--- src/rtl/pc_pkg.sv ---
// Shared types and default constants for the fetch-stage PC generator.
package pc_pkg;

  typedef enum logic {
    RUN  = 1'b0,
    HOLD = 1'b1
  } pc_state_e;

  localparam int unsigned PC_W_DEF   = 13;
  localparam int unsigned PC_INC_DEF = 4;

endpackage

--- src/rtl/pc_redirect_buf.sv ---
// One-entry buffer for a redirect target that arrived while fetch was stalled.
module pc_redirect_buf
  import pc_pkg::*;
#(
  parameter int unsigned PC_W = PC_W_DEF
) (
  input  logic            clk,
  input  logic            rst_n,
  input  logic            capture,
  input  logic [PC_W-1:0] capture_pc,
  input  logic            clear,
  output logic            pend_valid,
  output logic [PC_W-1:0] pend_pc
);

  // Capture overwrites any older target; clear drops the entry once it is consumed or superseded.
  always_ff @(posedge clk or negedge rst_n) begin
    if (!rst_n) begin
      pend_valid <= 1'b0;
      pend_pc    <= '0;
    end else if (capture) begin
      pend_valid <= 1'b1;
      pend_pc    <= capture_pc;
    end else if (clear) begin
      pend_valid <= 1'b0;
    end
  end

endmodule

--- src/rtl/pc_gen.sv ---
// Fetch-stage program counter: sequential increment, bubble hold, level stall, buffered redirect.
module pc_gen
  import pc_pkg::*;
#(
  parameter int unsigned PC_W        = PC_W_DEF,
  parameter int unsigned RESET_VEC   = 0,
  parameter int unsigned INC         = PC_INC_DEF,
  parameter int unsigned HOLD_CYCLES = 1
) (
  input  logic            clk,
  input  logic            rst_n,
  input  logic            stall_i,
  input  logic            bubble_req_i,
  input  logic            redirect_i,
  input  logic [PC_W-1:0] redirect_pc_i,
  output logic [PC_W-1:0] pc_o,
  output logic [PC_W-1:0] pc_plus_o,
  output logic            hold_o,
  output logic            pend_o,
  output logic            redirect_taken_o
);

  localparam int unsigned CNT_W = $clog2(HOLD_CYCLES + 1);

  // Parameter sanity checks at elaboration.
  if (HOLD_CYCLES < 1) begin : g_bad_hold
    $error("pc_gen: HOLD_CYCLES must be at least 1");
  end
  if (64'(RESET_VEC) >= (64'd1 << PC_W)) begin : g_bad_reset_vec
    $error("pc_gen: RESET_VEC does not fit in PC_W bits");
  end

  pc_state_e        state_q, state_d;
  logic [CNT_W-1:0] cnt_q, cnt_d;
  logic [PC_W-1:0]  pc_q, pc_d;
  logic             taken_q, taken_d;

  logic             buf_capture;
  logic             buf_clear;
  logic             pend_valid;
  logic [PC_W-1:0]  pend_pc;

  pc_redirect_buf #(
    .PC_W (PC_W)
  ) u_redirect_buf (
    .clk        (clk),
    .rst_n      (rst_n),
    .capture    (buf_capture),
    .capture_pc (redirect_pc_i),
    .clear      (buf_clear),
    .pend_valid (pend_valid),
    .pend_pc    (pend_pc)
  );

  // State, counter, PC and redirect-pulse registers.
  always_ff @(posedge clk or negedge rst_n) begin
    if (!rst_n) begin
      state_q <= RUN;
      cnt_q   <= '0;
      pc_q    <= PC_W'(RESET_VEC);
      taken_q <= 1'b0;
    end else begin
      state_q <= state_d;
      cnt_q   <= cnt_d;
      pc_q    <= pc_d;
      taken_q <= taken_d;
    end
  end

  // Next-state: stall > live redirect > pending redirect > hold countdown > sequential advance.
  always_comb begin
    state_d     = state_q;
    cnt_d       = cnt_q;
    pc_d        = pc_q;
    taken_d     = 1'b0;
    buf_capture = 1'b0;
    buf_clear   = 1'b0;

    if (stall_i) begin
      buf_capture = redirect_i;
    end else if (redirect_i) begin
      pc_d      = redirect_pc_i;
      buf_clear = 1'b1;
      state_d   = RUN;
      cnt_d     = '0;
      taken_d   = 1'b1;
    end else if (pend_valid) begin
      pc_d      = pend_pc;
      buf_clear = 1'b1;
      state_d   = RUN;
      cnt_d     = '0;
      taken_d   = 1'b1;
    end else if (state_q == HOLD) begin
      cnt_d = cnt_q - CNT_W'(1);
      if (cnt_q == CNT_W'(1)) begin
        state_d = RUN;
      end
    end else begin
      pc_d = pc_q + PC_W'(INC);
      if (bubble_req_i) begin
        state_d = HOLD;
        cnt_d   = CNT_W'(HOLD_CYCLES);
      end
    end
  end

  assign pc_o             = pc_q;
  assign pc_plus_o        = pc_q + PC_W'(INC);
  assign hold_o           = (state_q == HOLD);
  assign pend_o           = pend_valid;
  assign redirect_taken_o = taken_q;

endmodule

--- config.mk ---
export PLATFORM = sky130hd
export DESIGN_NAME = pc_gen
export DESIGN_NICKNAME = d
export VERILOG_FILES = /design/src/rtl/pc_pkg.sv /design/src/rtl/pc_redirect_buf.sv /design/src/rtl/pc_gen.sv
export SDC_FILE = /design/constraint.sdc
export NUM_CORES = 1
export LEC_CHECK = 0
export CORE_MARGIN = 2
export CORE_UTILIZATION = 25
export DETAILED_ROUTE_END_ITERATION = 10
export SLEW_MARGIN = 15
export SYNTH_ARGS = -nofsm -noshare
export SYNTH_HDL_FRONTEND = slang
export SYNTH_SLANG_ARGS = --single-unit
--- constraint.sdc ---
create_clock -name clk -period 3.2 [get_ports clk]
set_input_delay 0.64 -clock clk [delete_from_list [all_inputs] [get_ports clk]]
set_output_delay 0.64 -clock clk [all_outputs]
set_load 0.01 [all_outputs]
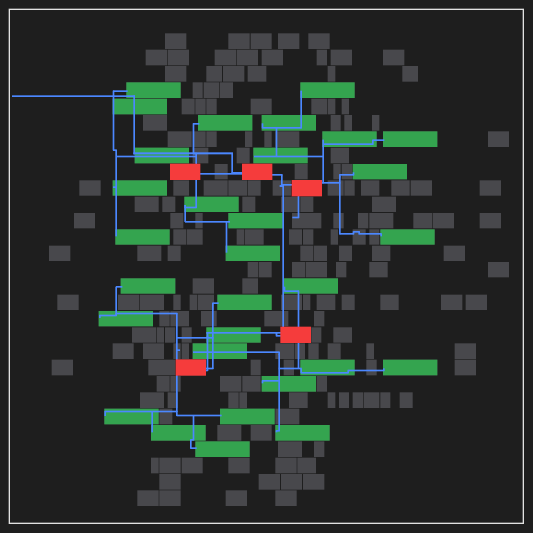
*Routed clock nets over the placement*
Drawn at 6 px/um.
red -> clock drivers  # count 5
blue -> clock wires  # length 432 um
green -> flip-flops  # count 30
routed clock nets = 6

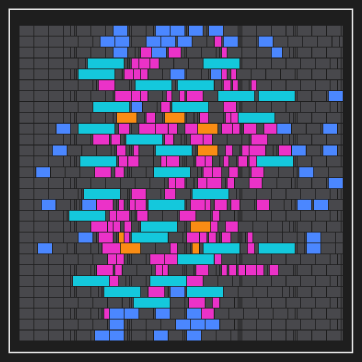
*Cell classes on the final placement*
Drawn at 4 px/um. Fill, decap, tap and diode cells in grey.
blue -> remaining buffers and delay cells  # cells 49, share of their area 22%
orange -> clock drivers and dummy loads  # cells 8, share of their area 4.2%
magenta -> combinational and other logic  # cells 125, share of their area 39%
cyan -> sequential cells  # cells 30, share of their area 34%
core area: 6390 um2
Core Rows: 29
fraction of area in registers: 0.330
fin util: 0.356

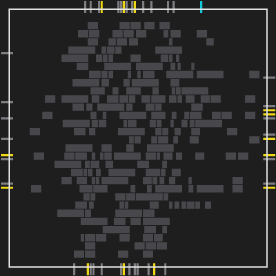
*Pin placement*
Drawn at 3 px/um. Pins as bars across the die edge, other pins in grey.
cyan -> rst_n  # pins 1, direction input, edge top
yellow -> pc_plus_o  # pins 13, direction output, edge 5 right, 3 top, 3 bottom, 2 left
Die W: 85.4 um
die height: 85.4 um
Port-buffer cells: 46

==> results.py <==
# Flow results
metrics = {
    "pwr": {
        "powerSeq_uw": 508,
        "powerComb_uw": 374,
        "ir_drop_mv": 0.181,
        "pwr_density_cell_nw_per_um2": 528,
        "power.group.top": "sequential cells",
        "internal-power_uw": 828,
    },
    "synthesis": {
        "synthArstFlopShare": 1.00,
        "logic_family": "AND-OR/OR-AND gates",
        "ys_cells": 164,
        "top_cells_by_area": "dfrtp_1, mux2_1, a21oi_1",
        "edf_count": 0,
    },
    "place": {
        "hpwl_um": 3220,
        "gp_congestion": 0.781,
        "dp_cells": 281,
    },
    "final_layout": {
        "inverters": 4,
        "bufAreaShareNonClock": 0.212,
        "lay_top_count": "clkdlybuf4s50_1",
        "clock_cell_area_share": 0.0402,
        "nets": 230,
        "largest_cell_class": "logic gates",
        "final_cells": 289,
        "n_antenna_cell": 0,
    },
    "global_route": {
        "grt_pass1_wl_um": 7180,
        "grt_pass1_vias": 1451,
        "grt_use_total": 0.124,
        "grt_antenna_before_repair": 0,
    },
    "outcome": {
        "run_status": "completed",
    },
    "worst_setup_path": {
        "critPathArrivalTime_ns": 2.11,
        "crit_type": "flip-flop to output pin",
        "crit_chain": "and4_1, and2_1, xor2_1, clkdlybuf4s50_1",
        "crit_slowest_cell": "clkdlybuf4s50_1",
        "worstSetupStartpointType": "flip-flop",
        "worst-path-buf-inv": 1,
    },
    "final_timing": {
        "hold_viol": 0,
        "min_period_ns": 2.75,
        "worst_pin_slew_ns": 0.462,
        "fmax_mhz": 363,
        "max_slew_margin": 0.688,
        "finalCritPeriodShare": 0.861,
    },
    "drt": {
        "ant_nets": 0,
    },
    "clock_tree": {
        "htreeDepth": 2,
        "cts_setup_buffers": 0,
        "tritoncts": "done",
        "holdBufCountCts": 0,
    },
    "floorplanning": {
        "pin_count": 47,
        "taps": 77,
    },
    "job": {
        "maxCapViolCount": 0,
        "warnings": 26,
    },
}
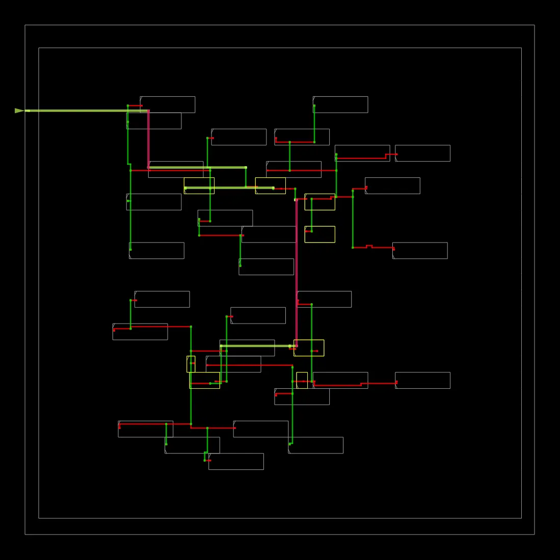
*Clock wiring as the flow saved it*
clkbuf count: 7
Clock Latency Late Sink: 0.28 ns
Clock Skews: 0.00671 ns
clk sinks: 30

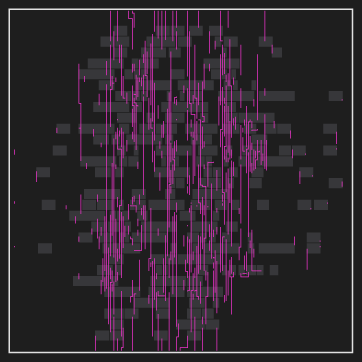
*M2 wires*
Drawn at 4 px/um.
nets with wire on the layer = 197
wire length on this layer = 2080 um
share of all routed wire = 48%

[per-stage QoR]
stage,setup slack (ns),util
2_1_floorplan,1.35,-
3_3_place_gp,0.752,0.342
3_5_place_dp,0.750,0.342
4_1_cts,0.432,0.356
5_1_grt,0.298,0.356
6_report,0.445,0.356
[final timing paths]
path,startpoint,endpoint,slack [ns],cells past startpoint
max,pc_o[4],pc_plus_o[8],0.45,4
min,u_redirect_buf.pend_pc[10],u_redirect_buf.pend_pc[10],0.48,1
max reg2reg,u_redirect_buf.pend_valid,pc_o[10],1.39,4
min reg2reg,u_redirect_buf.pend_pc[10],u_redirect_buf.pend_pc[10],0.48,1
max in group asynchronous,rst_n,u_redirect_buf.pend_pc[9],2.14,2
min in group asynchronous,rst_n,hold_o,0.75,2
Power and IR drop assume default switching activity.
